**src/rtl/ann_mac_sequencer_pkg.sv**
```systemverilog
// ---------------------------------------------------------------------------
// ann_pkg
// Shared definitions for the two-layer ANN MAC sequencer:
//   - state_t      : sequencer FSM state encoding (codes 5-7 unused)
//   - N_*_DEF      : default network geometry (30 inputs, 5 hidden, 3 outputs)
//   - OUT_W_BASE   : first weight address of the output layer for the
//                    default geometry; out_w_base() computes it for others.
// ---------------------------------------------------------------------------
package ann_pkg;

  localparam int N_IN_DEF  = 30;
  localparam int N_HID_DEF = 5;
  localparam int N_OUT_DEF = 3;

  localparam int OUT_W_BASE = N_IN_DEF * N_HID_DEF;

  typedef enum logic [2:0] {
    S_IDLE = 3'd0,
    S_CLR  = 3'd1,
    S_ACC  = 3'd2,
    S_ACT  = 3'd3,
    S_DONE = 3'd4
  } state_t;

  // Output-layer weights start right after the hidden-layer weight block.
  function automatic int out_w_base(input int n_in, input int n_hid);
    return n_in * n_hid;
  endfunction

endpackage

```
**src/rtl/ann_mac_sequencer.sv**
```systemverilog
// ---------------------------------------------------------------------------
// ann_mac_sequencer
// Sequences one forward pass of a fully connected two-layer network over a
// single shared multiply-accumulate unit. For every neuron it clears the
// accumulator, streams fan-in operand/weight pairs, then applies activation.
//
// Ports
//   Clock      in   rising-edge clock
//   Rst        in   asynchronous active-low reset
//   Start      in   request a forward pass (only looked at in IDLE)
//   stall      in   freeze sequencing in any non-IDLE state
//   mac_clr    out  clear shared accumulator
//   mac_en     out  accumulate src[src_idx] * W[w_addr] this cycle
//   src_layer  out  0 = external inputs, 1 = hidden results
//   src_idx    out  operand index into the selected source
//   w_addr     out  weight memory address (neuron-major, contiguous)
//   act_en     out  apply activation and write result
//   dst_layer  out  0 = hidden register file, 1 = output register file
//   dst_idx    out  destination neuron index
//   busy       out  high in every state except IDLE
//   done       out  one-cycle pass-complete pulse
//   state      out  current FSM state code
// ---------------------------------------------------------------------------
module ann_mac_sequencer
  import ann_pkg::*;
#(
  parameter int N_IN   = N_IN_DEF,
  parameter int N_HID  = N_HID_DEF,
  parameter int N_OUT  = N_OUT_DEF,
  parameter int ADDR_W = 8
) (
  input  logic              Clock,
  input  logic              Rst,
  input  logic              Start,
  input  logic              stall,
  output logic              mac_clr,
  output logic              mac_en,
  output logic              src_layer,
  output logic [4:0]        src_idx,
  output logic [ADDR_W-1:0] w_addr,
  output logic              act_en,
  output logic              dst_layer,
  output logic [2:0]        dst_idx,
  output logic              busy,
  output logic              done,
  output logic [2:0]        state
);

  localparam logic [4:0]        LAST_OP_HID = 5'(N_IN - 1);
  localparam logic [4:0]        LAST_OP_OUT = 5'(N_HID - 1);
  localparam logic [2:0]        LAST_N_HID  = 3'(N_HID - 1);
  localparam logic [2:0]        LAST_N_OUT  = 3'(N_OUT - 1);
  localparam logic [ADDR_W-1:0] OUT_BASE    = ADDR_W'(out_w_base(N_IN, N_HID));

  state_t            state_q;
  logic              layer_q;
  logic [2:0]        neuron_q;
  logic [4:0]        operand_q;
  logic [ADDR_W-1:0] w_addr_q;
  logic              dst_layer_q;
  logic [2:0]        dst_idx_q;
  logic              hold;
  logic              last_op;

  // Stall only freezes the legal working states; stray codes still recover.
  assign hold    = stall && (state_q == S_CLR || state_q == S_ACC ||
                             state_q == S_ACT || state_q == S_DONE);
  assign last_op = (operand_q == (layer_q ? LAST_OP_OUT : LAST_OP_HID));

  always_ff @(posedge Clock or negedge Rst) begin
    if (!Rst) begin
      state_q     <= S_IDLE;
      layer_q     <= 1'b0;
      neuron_q    <= '0;
      operand_q   <= '0;
      w_addr_q    <= '0;
      dst_layer_q <= 1'b0;
      dst_idx_q   <= '0;
    end else if (!hold) begin
      case (state_q)
        S_IDLE: begin
          if (Start) begin
            state_q   <= S_CLR;
            layer_q   <= 1'b0;
            neuron_q  <= '0;
            operand_q <= '0;
            w_addr_q  <= '0;
          end
        end
        S_CLR: begin
          // Operand index keeps the previous neuron's last value during CLR
          // and only rewinds as ACC begins.
          operand_q <= '0;
          state_q   <= S_ACC;
        end
        S_ACC: begin
          w_addr_q <= w_addr_q + ADDR_W'(1);
          if (last_op) begin
            dst_layer_q <= layer_q;
            dst_idx_q   <= neuron_q;
            state_q     <= S_ACT;
          end else begin
            operand_q <= operand_q + 5'd1;
          end
        end
        S_ACT: begin
          if (!layer_q) begin
            state_q <= S_CLR;
            if (neuron_q == LAST_N_HID) begin
              layer_q  <= 1'b1;
              neuron_q <= '0;
              w_addr_q <= OUT_BASE;
            end else begin
              neuron_q <= neuron_q + 3'd1;
            end
          end else if (neuron_q == LAST_N_OUT) begin
            state_q <= S_DONE;
          end else begin
            neuron_q <= neuron_q + 3'd1;
            state_q  <= S_CLR;
          end
        end
        S_DONE:  state_q <= S_IDLE;
        default: state_q <= S_IDLE;
      endcase
    end
  end

  // Strobes are decoded from the registered state; stall masks them in the
  // same cycle so a frozen step never double-accumulates.
  assign mac_clr   = (state_q == S_CLR)  && !stall;
  assign mac_en    = (state_q == S_ACC)  && !stall;
  assign act_en    = (state_q == S_ACT)  && !stall;
  assign done      = (state_q == S_DONE) && !stall;
  assign busy      = (state_q != S_IDLE);
  assign state     = state_q;
  assign src_layer = layer_q;
  assign src_idx   = operand_q;
  assign w_addr    = w_addr_q;
  assign dst_layer = dst_layer_q;
  assign dst_idx   = dst_idx_q;

endmodule

```
**config.mk**
```make
export PLATFORM = sky130hd
export DESIGN_NAME = ann_mac_sequencer
export DESIGN_NICKNAME = d
export VERILOG_FILES = /design/src/rtl/ann_mac_sequencer_pkg.sv /design/src/rtl/ann_mac_sequencer.sv
export SDC_FILE = /design/constraint.sdc
export NUM_CORES = 1
export LEC_CHECK = 0
export CAP_MARGIN = 20
export CELL_PAD_IN_SITES_DETAIL_PLACEMENT = 0
export CELL_PAD_IN_SITES_GLOBAL_PLACEMENT = 2
export CORE_MARGIN = 4
export CORE_UTILIZATION = 28
export DETAILED_ROUTE_END_ITERATION = 10
export PLACE_DENSITY = 0.73
export SLEW_MARGIN = 40
export SYNTH_ARGS = -nofsm -noshare
export SYNTH_HDL_FRONTEND = slang
export SYNTH_SLANG_ARGS = --single-unit
export TNS_END_PERCENT = 20
```
**constraint.sdc**
```tcl
create_clock -name Clock -period 1.7 [get_ports Clock]
set_input_delay 0.255 -clock Clock [delete_from_list [all_inputs] [get_ports Clock]]
set_output_delay 0.255 -clock Clock [all_outputs]
set_load 0.005 [all_outputs]
```
Fig. 1: logic cells by family
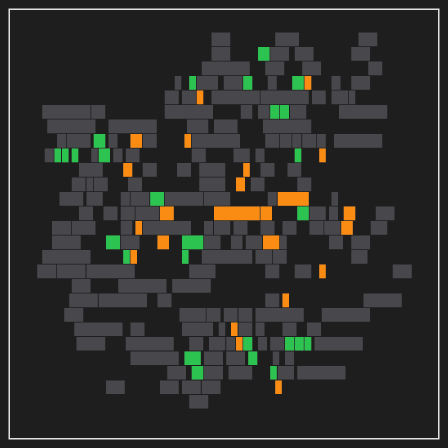
[green] nand cells | cells: 26 | most used: nand2_1
[orange] nor cells | cells: 23 | most used: nor2_1

Fig. 2: routing congestion
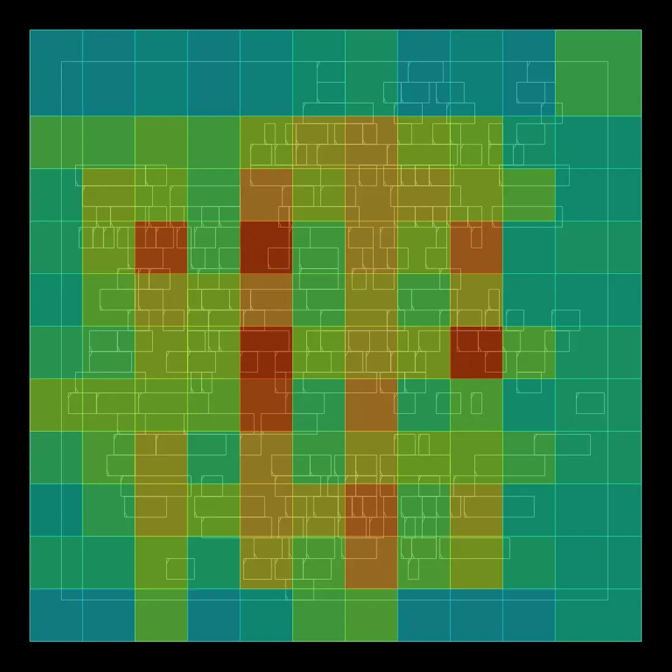
GRT met2 Usage: 21.4%
wire per inst: 13.5 microns
M1 GR Usage: 16.8%
final core utilization: 42.6%
Tot GR Track Use: 12.7%

==> flow_summary.toml <==
# synthesis and place-and-route metrics
[outcome]
outcome = "finished, violations left"
failed_checks = "setup timing"

[power]
p_seq_mw = 0.844
p_switching_mw = 1.07
intPower_mw = 1.83
power_frac_seq_pct = 29.1
comb_power_share_pct = 57.7
powerComb_mw = 1.67
top_power_group = "combinational cells"

[cells_and_area]
num_antenna_cells = 0
final_area_sq_um = 2160
syn_to_final_growth_pct = 47.5
fin_nets = 219

[sta]
max_freq_mhz = 562
maxSlewHeadroom_pct = 49.5
finalMaxSlewViolations = 0
layout_setup_ws_ps = -80.2
setup_viol = 2
skew_ps = 3.47
hold_viol_final = 0

[floorplan]
initial_core_util_pct = 28.8
rows = 26
io_pins = 30
die-width_microns = 80.3
fp.dieH_microns = 80.3

[global_routing]
grt.busiest_layer = "met2"
grt_pass1_vias = 1350
grt_max_degree = 25
overflow = 0
grt_use_met3_pct = 2.80
antenna_found_initial = 0

[critical_path]
timing.rr.end = "w_addr[1]"
cp.depth = 4
worstSetupPathType = "reg2out"
cp_num_buf_inv = 3
path_delay_family = "buffers and inverters"
cp.arrival_ps = 1530
critPathLaunch = "state[2]"
cp-start-kind = "flop"
end_kind = "primary output"
critical_path.max_stage_delay_ps = 450

[synth]
synth.most_common_cell = "dfrtp_1"
ys_cells = 149
ys_seq_share_pct = 41.0
xor_share_pct = 0.598
synth_top_flop_cell = "dfrtp_1"
postSynthCellCount = 149
synth.top_cell.area_share_pct = 41.0
synth.area.top_cells = "dfrtp_1 41%, ha_1 4.3%, mux2_4 4.1%"
yosysTopAreaCell = "dfrtp_1"
fp_nets = 158
ys_sh_mux_pct = 5.56

[detailed_routing]
wl_met1_mm = 1.81
top_layer_used = "met4"
drt-initial-drc-count = 96

[clocking]
clk_root_buffer_cell = "clkbuf_8"
cts_buffers = 3
postCtsSetupRepairBufs = 0
clock_sinks = 24
clock_insertion_delay_worst_skew_ps = 260
cts_tree = "yes"
cts-htree-levels = 1

[place]
place_congestion = 0.831
placed_cell_area_sq_um = 2070
io_buffers = 29

[job]
cap_viol_max_count = 0
warnings = 30
Fig. 3: placement by cell class
Scale bar: 20 microns.
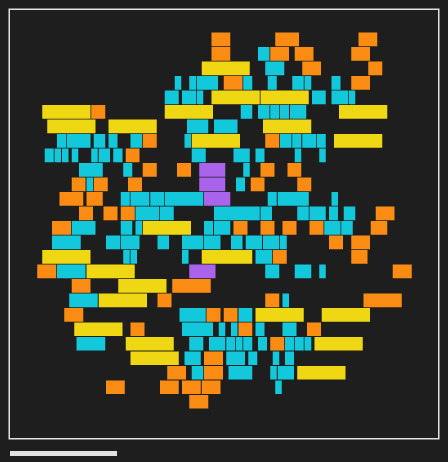
[cyan] remaining logic cells | cells: 119
[yellow] registers | cells: 24
[orange] remaining buffers and delay cells | cells: 62
[purple] clock drivers and dummy loads | cells: 4

==> stage by stage <==
stage | total power, mW | setup TNS [ps] | std cells
after floorplan | 1.62 | 0 | 149
after global routing | 3.14 | -717 | 279
final | 2.90 | -120 | 279
after detailed placement | 2.48 | -4480 | 273
after global placement | 2.46 | -4440 | 273
after CTS | 2.88 | -649 | 277
==> cell type report <==
| type | instances | area, sq um | share of cell area, % |
|---|---|---|---|
| tap | 70 | 87.6 | 4.06 |
| timing repair buffer | 62 | 564 | 26.1 |
| multi-input combinational | 111 | 821 | 38.0 |
| sequential | 24 | 602 | 27.9 |
| clock buffer | 4 | 55.1 | 2.55 |
| inverter | 8 | 30.0 | 1.39 |
Power is estimated from default activity; no workload was simulated.
